==> config.mk <==
export PLATFORM = sky130hd
export DESIGN_NAME = bpf_forwarder
export DESIGN_NICKNAME = d
export VERILOG_FILES = /design/src/rtl/bpf_forwarder.sv
export SDC_FILE = /design/constraint.sdc
export NUM_CORES = 1
export LEC_CHECK = 0
export CORE_MARGIN = 2
export CORE_UTILIZATION = 50
export CTS_CLUSTER_DIAMETER = 30
export CTS_CLUSTER_SIZE = 12
export DETAILED_ROUTE_END_ITERATION = 10
export GPL_TIMING_DRIVEN = 0
export PLACE_DENSITY = 0.79
export REMOVE_ABC_BUFFERS = 1
export SYNTH_ARGS = -nofsm -noshare
export SYNTH_HDL_FRONTEND = slang
export SYNTH_SLANG_ARGS = --single-unit
==> constraint.sdc <==
create_clock -name clk -period 6.7 [get_ports clk]
set_input_delay 2.01 -clock clk [delete_from_list [all_inputs] [get_ports clk]]
set_output_delay 2.01 -clock clk [all_outputs]
set_load 0.01 [all_outputs]
==> images/placed.png <==
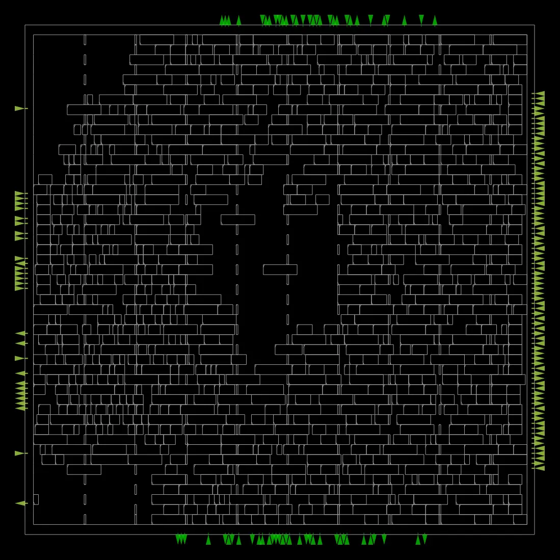
number of rows in the core area: 49
Final Instance Count excl. Fillers: 1156
placeable core area: 17900 µm²
flip-flops: 192

==> images/m1.png <==
Drawn at 4 px/µm. Supply wires on this layer in gray.
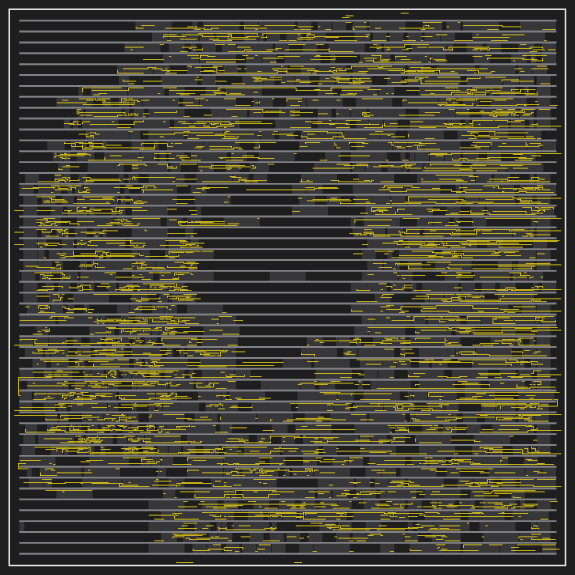
main direction: horizontal
share of all routed wire: 45%
longest straight run: 38.2 µm
wire length on this layer: 8590 µm
fraction of met1 tracks used by global routing: 0.274
detailed-route wire length: 19.1 mm

==> images/sizing.png <==
Drawn at 3 px/µm.
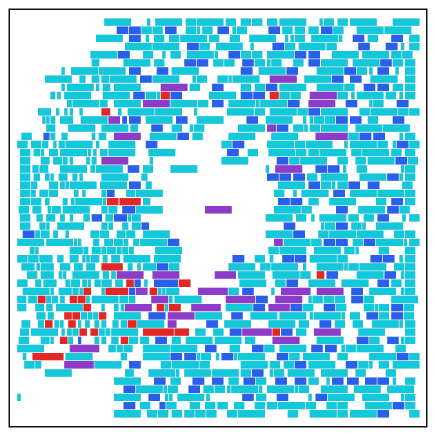
legend:
  red:
    size: x3 and x4
    cells: 32
    share: 3.5%
    most_used: buf_4
  purple:
    size: x6 and larger
    cells: 33
    share: 3.6%
    most_used: clkbuf_16
  cyan:
    size: x1 and smaller
    cells: 702
    share: 76%
    most_used: dfrtp_1
  blue:
    size: x2
    cells: 160
    share: 17%
    most_used: mux2_2
fin worst setup slack: 109 ps
fin area: 11800 µm²

==> datasheet_impl.txt <==
Table: implementation figures

Parameter                              Value

Final timing
  Maximum clock rate .................. ~150 MHz
  Worst hold slack after final layout .................. ~130 ps
  Cycle use final .................. 0.984
  Worst setup skew after layout .................. roughly 10 ps
  Final hold violation count .................. 0
  Slew of the pin with the lowest slew margin .................. approximately 880 ps

Layout
  Multi-input combinational gate total .................. between 400 and 500
  Top cell excl fill/tap .................. dfrtp_1
  N_diodes .................. 0
  Seq area share .................. 0.408
  Area grow syn2layout .................. 30.2%
  Area of combinational cells with multiple inputs .................. 4060 µm²
  Fillers .................. roughly 1400
  Share of post-route cells with drive strength above 1 .................. 0.243
  Flip-flop count of the largest register, all copies and words added .................. roughly 130
  Final Core Density .................. 0.659
  Share of cell area taken by multi-input logic gates .................. 0.344

Synthesis
  Syn avg cell area .................. ~12 µm²
  Largest area contributor in the synthesized netlist .................. dfrtp_1
  Commonest register cell after synthesis .................. dfrtp_1
  Synth Area in Simple Gates .................. 0.0980
  Flops & latches, synth .................. between 150 and 200
  Chip area from the yosys synthesis statistics .................. between 9000 and 10000 µm²
  Portion of netlist area occupied by mux cells .................. 0.265
  Dominant comb cell .................. multiplexers
  XOR/XNOR share of the synthesized area .................. 0.0290
  Adder share .................. 0.0174
  Register area share after synthesis .................. 0.530

Clocking
  Post-CTS Hold Buffers .................. 0
  Clock tree root buffer cell .................. clkbuf_16
  Clock latency on the worst-skew pair .................. 420 ps
  Resized Gates After CTS .................. 16

Outcome
  Status .................. completed

Floorplan
  Horizontal extent of the die .................. 139 µm
  Die height .................. 139 µm
  Num tapcells .................. 229
  Total die size .................. approximately 19000 µm²

Setup path
  Max incr delay on CP .................. 540 ps
  Buffering stage count on the worst path with inverters included .................. 7
  Depth of the worst register-to-register path .................. 16
  Type of element launching the critical path .................. primary input
  Most Frequent Cell on Critical Path .................. inv_1
  Required time at the endpoint of the critical path .................. roughly 4700 ps
  Cell depth of the worst setup path .................. 15
  WP data arrival .................. between 4000 and 5000 ps
  Critical path start-end classification .................. primary input to primary output
  Worst path top cell family by delay .................. buffers and inverters

Job
  Number of warning messages in the logs .................. 31
  Count of max-cap constraint violations .................. 0

Placement
  Placed standard-cell area .................. between 10000 and 15000 µm²
  Count of buffers inserted at the top-level ports .................. about 170
  DP Wirelength .................. ~13 mm
  Setup slack at placement .................. -584 ps

Power and ir drop
  Largest vdd supply drop .................. 0.276 mV
  Power in sequential cells .................. 2.01 mW
  Internal power .................. ~3.7 mW
  Power, Total .................. approximately 5.7 mW
  Fraction of power consumed by combinational cells .................. 0.473
  Switching share of power .................. 0.345
  Power in combinational cells .................. roughly 2.7 mW
  Reported clock group power .................. ~0.99 mW
  LEAKAGE .................. between 5 and 6 nW

Detailed routing
  Violation count after the first detailed-routing iteration .................. about 280
  Amount of wire on met3 after detailed routing .................. 920 µm
  Detailed-route vias per instance .................. approximately 5.4
  Detailed-routing iteration count for the pre-antenna-repair pass .................. 4
  Top routing layer in use .................. met4

Global route
  Aggregate global routing overflow .................. 0
  Met2 Resource Use GR .................. 0.352
  Antenna violations before repair .................. 0
  Global-route wire length before repair .................. around 33 mm
  Maximum number of pins on one net before global-route repair .................. between 70 and 80
  Met3 routing resource usage after global routing .................. 0.0439
  Number of global-route vias before repair .................. 6472
  Total GRT Usage .................. 0.208

Min path
  Type of the worst min-delay path .................. flop to async pin
Power figures rest on the tool's default switching activity, not on a simulated workload.
